$ cat src/rtl/spi_pkg.sv
// Shared SPI definitions: mode constants, frame FSM encoding and the command
// byte codes agreed between the host-side master and the robot's slave.
package spi_pkg;

  localparam bit SPI_CPOL      = 1'b0;
  localparam bit SPI_CPHA      = 1'b0;
  localparam bit SPI_MSB_FIRST = 1'b1;

  localparam int SPI_BYTE_WIDTH = 8;

  typedef enum logic [2:0] {
    ST_IDLE  = 3'd0,
    ST_LEAD  = 3'd1,
    ST_HIGH  = 3'd2,
    ST_LOW   = 3'd3,
    ST_GAP   = 3'd4,
    ST_TRAIL = 3'd5,
    ST_DONE  = 3'd6
  } masterState_t;

  // Command opcodes; the way-select opcode carries the way index in its low nibble.
  localparam logic [SPI_BYTE_WIDTH-1:0] CMD_WAY_SELECT     = 8'h10;
  localparam logic [SPI_BYTE_WIDTH-1:0] CMD_STOP           = 8'h20;
  localparam logic [SPI_BYTE_WIDTH-1:0] CMD_BEGIN          = 8'h30;
  localparam logic [SPI_BYTE_WIDTH-1:0] CMD_TELEMETRY_READ = 8'h40;

endpackage

$ cat src/rtl/spi_master_clkgen.sv
// Phase timing for the SPI master: a divider counter that ticks on the last
// cycle of every SCK half-period, plus the registered SCK line.
module spi_master_clkgen #(
  parameter int CLK_DIV = 25
) (
  input  logic clk,
  input  logic rst_n,
  input  logic en,
  input  logic clr,
  input  logic sckVal,
  output logic tick,
  output logic sck
);

  localparam int CNT_W = (CLK_DIV > 1) ? $clog2(CLK_DIV) : 1;
  localparam logic [CNT_W-1:0] TERM = CNT_W'(CLK_DIV - 1);

  logic [CNT_W-1:0] cnt;

  assign tick = en && (cnt == TERM);

  always_ff @(posedge clk or negedge rst_n) begin
    if (!rst_n) begin
      cnt <= '0;
      sck <= 1'b0;
    end else begin
      if (clr) begin
        cnt <= '0;
      end else if (en) begin
        cnt <= tick ? '0 : cnt + CNT_W'(1);
      end
      // SCK only moves at phase boundaries, to the level of the coming phase.
      if (clr) begin
        sck <= 1'b0;
      end else if (tick) begin
        sck <= sckVal;
      end
    end
  end

endmodule

$ cat src/rtl/spi_master_frame.sv
// SPI mode-0 frame master: runs 1..2^LEN_WIDTH-1 byte full-duplex frames,
// requesting transmit bytes with TXACK and reporting received bytes with RXVALID.
module spi_master_frame
  import spi_pkg::*;
#(
  parameter int CLK_DIV    = 25,
  parameter int LEN_WIDTH  = 6,
  parameter int BYTE_WIDTH = SPI_BYTE_WIDTH
) (
  input  logic                  SPI_MASTER_CLOCK_50,
  input  logic                  SPI_MASTER_RESET_InLow,
  input  logic                  SPI_MASTER_START_InHigh,
  input  logic [LEN_WIDTH-1:0]  SPI_MASTER_LENGTH_InBus,
  input  logic [BYTE_WIDTH-1:0] SPI_MASTER_TXDATA_InBus,
  output logic                  SPI_MASTER_TXACK_OutHigh,
  output logic [BYTE_WIDTH-1:0] SPI_MASTER_RXDATA_OutBus,
  output logic                  SPI_MASTER_RXVALID_OutHigh,
  output logic                  SPI_MASTER_BUSY_OutHigh,
  output logic                  SPI_MASTER_DONE_OutHigh,
  output logic                  SPI_MASTER_SS_OutLow,
  output logic                  SPI_MASTER_SCK_Out,
  output logic                  SPI_MASTER_MOSI_Out,
  input  logic                  SPI_MASTER_MISO_In
);

  localparam int BIT_W = (BYTE_WIDTH > 1) ? $clog2(BYTE_WIDTH) : 1;
  localparam logic [BIT_W-1:0] LAST_BIT = BIT_W'(BYTE_WIDTH - 1);

  logic clk;
  logic rst_n;
  assign clk   = SPI_MASTER_CLOCK_50;
  assign rst_n = SPI_MASTER_RESET_InLow;

  masterState_t state;
  masterState_t stateNext;

  logic tick;
  logic sck;
  logic divEn;
  logic sckVal;

  logic accept;
  logic sampleBit;
  logic bitStep;
  logic loadNext;
  logic finish;
  logic lastBit;
  logic lastByte;

  logic [LEN_WIDTH-1:0]  lenLatch;
  logic [LEN_WIDTH-1:0]  byteCnt;
  logic [BIT_W-1:0]      bitCnt;
  logic [BYTE_WIDTH-1:0] txShift;
  logic [BYTE_WIDTH-1:0] rxShift;
  logic [BYTE_WIDTH-1:0] rxData;
  logic                  rxPend;
  logic                  rxValid;
  logic                  txAck;
  logic                  busy;
  logic                  done;
  logic                  ss;
  logic                  mosi;

  assign lastBit  = (bitCnt == LAST_BIT);
  // Compared against the latched length only; LENGTH may change mid-frame.
  assign lastByte = (byteCnt == lenLatch - LEN_WIDTH'(1));

  always_ff @(posedge clk or negedge rst_n) begin
    if (!rst_n) begin
      state <= ST_IDLE;
    end else begin
      state <= stateNext;
    end
  end

  always_comb begin
    stateNext = state;
    accept    = 1'b0;
    sampleBit = 1'b0;
    bitStep   = 1'b0;
    loadNext  = 1'b0;
    finish    = 1'b0;
    case (state)
      ST_IDLE: begin
        if (SPI_MASTER_START_InHigh && (SPI_MASTER_LENGTH_InBus != '0)) begin
          accept    = 1'b1;
          stateNext = ST_LEAD;
        end
      end
      ST_LEAD: begin
        if (tick) stateNext = ST_HIGH;
      end
      ST_HIGH: begin
        if (tick) begin
          sampleBit = 1'b1;
          stateNext = ST_LOW;
        end
      end
      ST_LOW: begin
        if (tick) begin
          bitStep = 1'b1;
          if (!lastBit) begin
            stateNext = ST_HIGH;
          end else if (lastByte) begin
            stateNext = ST_TRAIL;
          end else begin
            loadNext  = 1'b1;
            stateNext = ST_GAP;
          end
        end
      end
      ST_GAP: begin
        if (tick) stateNext = ST_HIGH;
      end
      ST_TRAIL: begin
        if (tick) begin
          finish    = 1'b1;
          stateNext = ST_DONE;
        end
      end
      ST_DONE: begin
        stateNext = ST_IDLE;
      end
      default: begin
        stateNext = ST_IDLE;
      end
    endcase
  end

  assign divEn  = (state == ST_LEAD) || (state == ST_HIGH) || (state == ST_LOW) ||
                  (state == ST_GAP)  || (state == ST_TRAIL);
  assign sckVal = (stateNext == ST_HIGH);

  spi_master_clkgen #(
    .CLK_DIV(CLK_DIV)
  ) u_clkgen (
    .clk   (clk),
    .rst_n (rst_n),
    .en    (divEn),
    .clr   (accept),
    .sckVal(sckVal),
    .tick  (tick),
    .sck   (sck)
  );

  always_ff @(posedge clk or negedge rst_n) begin
    if (!rst_n) begin
      lenLatch <= '0;
      byteCnt  <= '0;
      bitCnt   <= '0;
      txShift  <= '0;
      rxShift  <= '0;
      rxData   <= '0;
      rxPend   <= 1'b0;
      rxValid  <= 1'b0;
      txAck    <= 1'b0;
      busy     <= 1'b0;
      done     <= 1'b0;
      ss       <= 1'b1;
      mosi     <= 1'b0;
    end else begin
      txAck   <= accept | loadNext;
      // Received byte is published one cycle after its last bit is sampled.
      rxPend  <= sampleBit && lastBit;
      rxValid <= rxPend;
      if (rxPend) rxData <= rxShift;

      if (accept) begin
        lenLatch <= SPI_MASTER_LENGTH_InBus;
        byteCnt  <= '0;
        bitCnt   <= '0;
        txShift  <= SPI_MASTER_TXDATA_InBus;
        mosi     <= SPI_MASTER_TXDATA_InBus[BYTE_WIDTH-1];
        ss       <= 1'b0;
        busy     <= 1'b1;
      end

      if (loadNext) begin
        txShift <= SPI_MASTER_TXDATA_InBus;
        mosi    <= SPI_MASTER_TXDATA_InBus[BYTE_WIDTH-1];
        byteCnt <= byteCnt + LEN_WIDTH'(1);
      end

      // End of HIGH: capture MISO, and on the falling edge present the next bit.
      if (sampleBit) begin
        rxShift <= {rxShift[BYTE_WIDTH-2:0], SPI_MASTER_MISO_In};
        if (!lastBit) begin
          mosi    <= txShift[BYTE_WIDTH-2];
          txShift <= txShift << 1;
        end
      end

      if (bitStep) begin
        bitCnt <= lastBit ? '0 : bitCnt + BIT_W'(1);
      end

      if (finish) begin
        ss   <= 1'b1;
        mosi <= 1'b0;
      end
      done <= finish;
      if (state == ST_DONE) busy <= 1'b0;
    end
  end

  assign SPI_MASTER_TXACK_OutHigh   = txAck;
  assign SPI_MASTER_RXDATA_OutBus   = rxData;
  assign SPI_MASTER_RXVALID_OutHigh = rxValid;
  assign SPI_MASTER_BUSY_OutHigh    = busy;
  assign SPI_MASTER_DONE_OutHigh    = done;
  assign SPI_MASTER_SS_OutLow       = ss;
  assign SPI_MASTER_SCK_Out         = sck;
  assign SPI_MASTER_MOSI_Out        = mosi;

endmodule

$ cat config.mk
export PLATFORM = sky130hd
export DESIGN_NAME = spi_master_frame
export DESIGN_NICKNAME = d
export VERILOG_FILES = /design/src/rtl/spi_pkg.sv /design/src/rtl/spi_master_clkgen.sv /design/src/rtl/spi_master_frame.sv
export SDC_FILE = /design/constraint.sdc
export NUM_CORES = 1
export LEC_CHECK = 0
export ABC_CLOCK_PERIOD_IN_PS = 5280
export CAP_MARGIN = 10
export CORE_UTILIZATION = 60
export DETAILED_ROUTE_END_ITERATION = 7
export PLACE_DENSITY = 0.83
export SYNTH_ARGS = -nofsm -noshare
export SYNTH_HDL_FRONTEND = slang
export SYNTH_SLANG_ARGS = --single-unit
$ cat constraint.sdc
create_clock -name SPI_MASTER_CLOCK_50 -period 5.28 [get_ports SPI_MASTER_CLOCK_50]
set_input_delay 1.584 -clock SPI_MASTER_CLOCK_50 [delete_from_list [all_inputs] [get_ports SPI_MASTER_CLOCK_50]]
set_output_delay 1.584 -clock SPI_MASTER_CLOCK_50 [all_outputs]
set_load 0.02 [all_outputs]
Fig. 1: PDN straps and rails
(6 px per um) Pins as bars on the die edge.
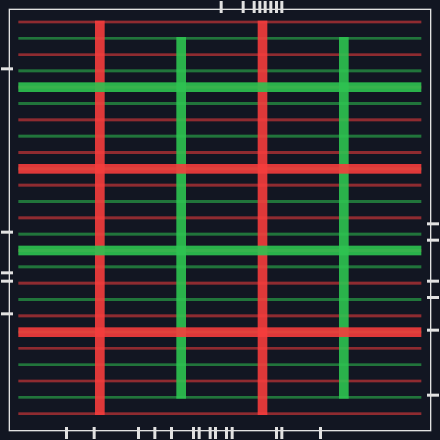
Key: green = VDD; red = VSS
The core has 24 rows. 33 signal pins sit on the boundary. 25 met1 rails follow the rows. 4 straps on met4.
Std-Cell Core Area: 4380 um^2
peak supply drop: 0.270 mV
DIE WIDTH: 70.0 um

Fig. 2: cell area per tile
(4 px per um) The die is cut into 7 by 7 equal tiles; white is low, dark blue is high, 0 to 100% covered.
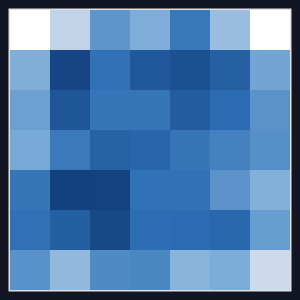
The fullest tile reaches 93%. The densest ninth of the die: centre. 33% of the tiles are over 75% full. 4.1% of the tiles are nearly empty.

Fig. 3: clock wires, drivers and flops
(8 px per um)
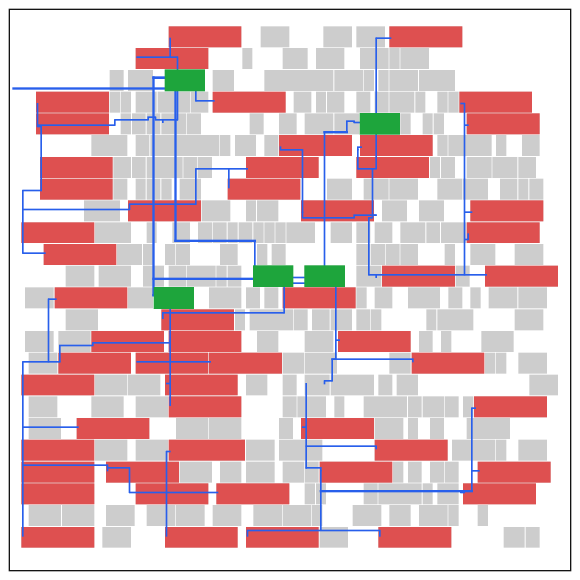
Key: red = flip-flops [count 54]; blue = clock wires [length 587 um]; green = clock-net drivers [count 5]
There are 6 routed clock nets.

==> results.yml <==
# yosys + openroad results
status:
  outcome: "finished clean"
global_route:
  groute.layer.met3.usage_pct: 4.76
  antenna_found_initial: 0
  grt_remaining_overflow: 0
setup_path:
  path_delay_family: "simple AND/OR/NAND/NOR gates"
  worstPathRequired_ps: 5500
  crit_path_end: "SPI_MASTER_MOSI_Out$_DFF_PN0_"
  slowest_stage: "sky130_fd_sc_hd__and2_1"
  end_kind: "register"
  worst_r2r_endpoint: "byteCnt[0]$_DFFE_PN0P_"
yosys:
  synth_chip_area_um2: 2770
  yosysUniqueCellTypes: 48
  count_of_flip_flops_with_a_built_in_enable_after_synthesis: 0
  synth_dominant_cell_count: "sky130_fd_sc_hd__dfrtp_1"
  synth_area_leader_cell: "sky130_fd_sc_hd__dfrtp_1"
  synth_adder_area_share_pct: 2.71
  yosys.area_share.simple_pct: 15.7
  xor_share_pct: 2.53
  post_synth_main_logic_family: "AND-OR/OR-AND gates"
die:
  chipArea_um2: 4900
  rows: 24
power:
  netSwitchingPower_mw: 0.455
  power.leakage_nw: 1.48
  sequential_share_of_power_pct: 49.0
cts:
  insertion_delay_ps: 320
  post_cts_resize_count: 0
  cts.clk_slew.worst_paths_ps: 110
sta:
  finalSetupViolCount: 0
  hold-worst-slack_ps: 515
  max-slew-margin-rel_pct: 53.2
  finalClockSkew_ps: 13.4
detailed_routing:
  wirelength_um: 5480
  wl_met2_um: 2720
cells_and_area:
  n_antenna_cell: 0
  n_fill_cell: 318
-- stage by stage --
step                      util [%]  cells  worst slack (ps)  instance area [um^2]  total power, mW
after floorplan                  -    260              2380                  2770            0.915
after global placement        70.7    333              1710                  3100            0.989
after detailed placement      70.7    333              1640                  3100             1.01
after CTS                     72.8    341              1970                  3190             1.26
after global routing          72.8    341              1840                  3190             1.34
final                         72.8    341              1950                  3190             1.25
-- layout make-up --
cell class	instances	area, um^2	area share (%)
clock buffers	5	68.8	2.16
clock inverters	3	26.3	0.823
inverters	20	75.1	2.35
multi-input cells	174	1280	40.2
flip-flops and latches	54	1350	42.4
well taps	52	65.1	2.04
repair buffers	33	323	10.1
Power and IR drop assume default switching activity.
